Design ad100_uart_tx_flat, sky130hd; sources not shown.
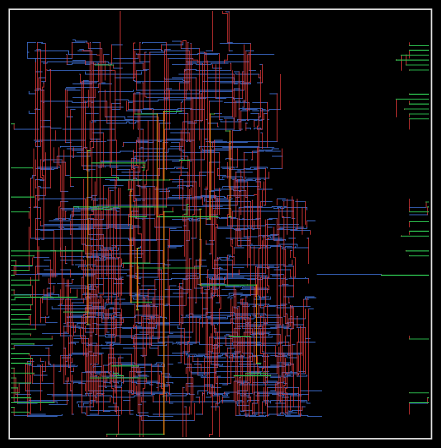
(metal layers overlaid)
[M4] orange | wire length: 302 um
[M1] blue | wire length: 4820 um
[M3] green | wire length: 593 um
[M2] red | wire length: 6140 um
routed wire length: 11.9 mm
GRT Overall Usage: 17.8%
routed length per instance: 20.0 um
DR vias: 3308

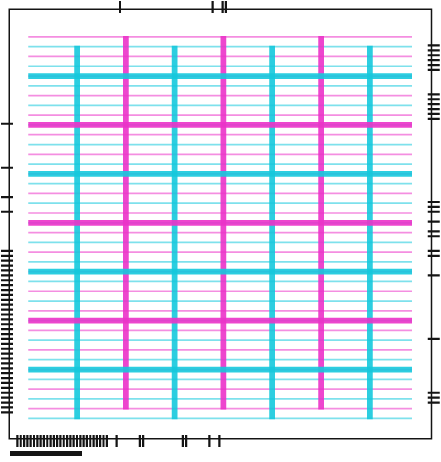
(supply network)
Scale bar: 20 um. Pins as bars on the die edge.
[VSS] cyan
[VDD] magenta
signal pins: 102
met1 rails: 40
met4 straps: 7
met5 straps: 7
rows: 39
core area: 0.0113 mm2
Peak VDD IR: 0.300 mV
Die Span Y: 119 um
Die Wd: 117 um

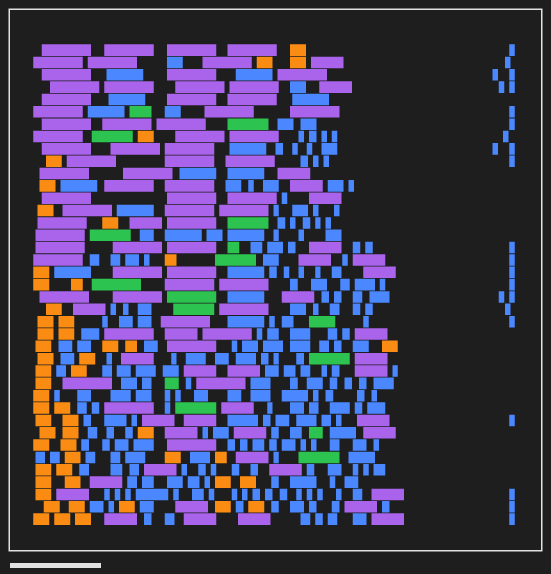
(cell classes on the final placement)
Scale bar: 20 um.
[remaining buffers and delay cells] orange | cells: 54 | share of their area: 9.5%
[registers] purple | cells: 102 | share of their area: 48%
[remaining logic cells] blue | cells: 277 | share of their area: 37%
[clock drivers and dummy loads] green | cells: 16 | share of their area: 6.1%
flop share of the area: 46.4%
Site Rows: 39
final instance area: 0.00578 mm2

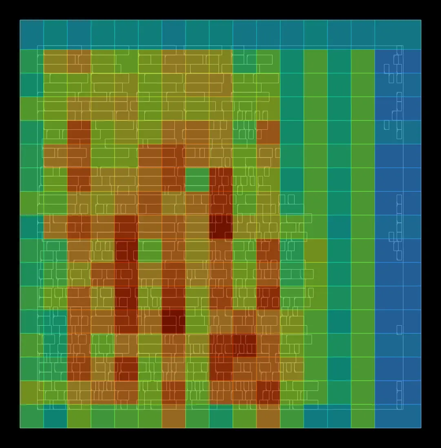
(congestion heat map)
GR Layer Usage met3: 2.54%
utilization after layout: 51.1%
GRT met1 Usage: 21.2%
Most Crowded Layer GR: met2
met2 usage: 31.9%

==> qor.csv <==
stage,metric,value,unit
logic_synthesis,synth_seq_share,54.7,%
setup_path,critPathRequiredTime,3.98,ns
clocking,cts-resized-gates,0,
setup_path,slowest_stage,clkdlybuf4s50_1,
floorplan,fp.dieArea,0.0139,mm2
clocking,cts_tree,yes,
logic_synthesis,topCellsByArea,"edfxtp_1 39%, dfxtp_1 16%, mux4_2 7.3%",
drt,drt_iter0_markers,153,
setup_path,r2r_slack,1.54,ns
clocking,clock-sinks,102,
clocking,cts-root-buf,clkbuf_16,
final_timing,worst_pin_slew,1.05,ns
global_routing,antenna_found_initial,0,
final_timing,setup_viol,0,
run,maxCapViolCount,0,
setup_path,endpoint_kind,output port,
setup_path,cp-start-kind,input port,
logic_synthesis,synth-edff-count,64,
run_status,status,finished clean,
layout,syn_to_final_growth,17.9,%
[critical path: cells and delay by family]
kind	cells	cell delay [ns]
simple gates	4	1.11
buf+inv	2	1.00
[synthesized netlist by cell type, types with 5 or more instances]
master	n
dfxtp_1	38
o21ai_0	23
nand3_1	5
and3_1	6
edfxtp_1	64
mux4_2	16
clkbuf_1	11
nand4_1	6
mux2i_1	18
and4_1	6
a21oi_1	20
inv_1	11
ha_1	15
a211oi_1	5
xnor2_1	5
nor2_1	27
nand2_1	30
buf_4	25
[power by group]
group | switching (mW) | internal [mW] | total, mW | leakage (nW)
sequential | 0.148 | 0.991 | 1.14 | 0.886
clock | 0.328 | 0.462 | 0.790 | 0.162
combinational | 0.618 | 0.484 | 1.10 | 0.967
[cells in the final DEF, fill, tap and decap left out, types with 2 or more instances in the layout]
cell             netlist  routed
a211oi_1               5       5
a21oi_1               20      20
a311oi_1               4       4
and2_1                 2       2
and3_1                 6       6
and4_1                 6       6
buf_4                 25       4
bufinv_16              0       2
clkbuf_16              0       9
clkdlybuf4s50_1        0      50
conb_1                 1      24
dfxtp_1               38      38
edfxtp_1              64      64
ha_1                  15      15
inv_1                 11      11
inv_6                  0       2
mux2i_1               18      18
mux4_2                16      16
nand2_1               30      30
nand2b_1               2       2
nand3_1                5       5
nand4_1                6       6
nor2_1                27      27
nor2b_1                4       4
nor3_1                 3       3
nor3_4                 3       3
nor4_1                 3       3
nor4b_1                4       4
o21ai_0               23      23
or3_1                  3       3
or4_1                  2       2
xnor2_1                5       5
xor2_1                 3       3
[layer usage]
| metal | part of all wire, % | GRT usage (%) |
|---|---|---|
| met2 | 52 | 31.9 |
| met4 | 2.5 | 7.10 |
| met3 | 5.0 | 2.54 |
| met5 | 0 | 0 |
| met1 | 41 | 21.2 |
[layout make-up]
class / count / area, um2
fillers: 1178 / 5540
flip-flops and latches: 102 / 2680
multi-input cells: 264 / 2000
repair buffers: 54 / 531
clock buffers: 10 / 239
well taps: 143 / 179
clock inverters: 6 / 101
inverters: 13 / 48.8
[cells by family after synthesis]
group / count (synthesis) / share of synthesized area, %
other: 1 / 0.0764
AOI/OAI and AO/OA: 67 / 8.75
adders and majority gates: 16 / 4.23
muxes: 35 / 11.2
and+or+nand+nor: 114 / 13.3
DFF: 102 / 54.7
xor gates and xnor gates: 8 / 1.43
buffers and inverters: 54 / 6.27
[through the flow]
| stage | cells | worst slack, ns | cell area (um2) | hold WS, ns | power (mW) |
|---|---|---|---|---|---|
| after global routing | 592 | 0.725 | 5780 | 0.484 | 3.21 |
| after floorplan | 420 | 1.63 | 4990 | 0.436 | 1.97 |
| after global placement | 576 | 0.940 | 5440 | 0.444 | 2.15 |
| after detailed placement | 576 | 0.753 | 5440 | 0.462 | 2.23 |
| final | 592 | 0.886 | 5780 | 0.465 | 3.03 |
| after CTS | 592 | 0.935 | 5780 | 0.472 | 3.04 |
No activity file was given, so power comes from the tool's default toggle rates.
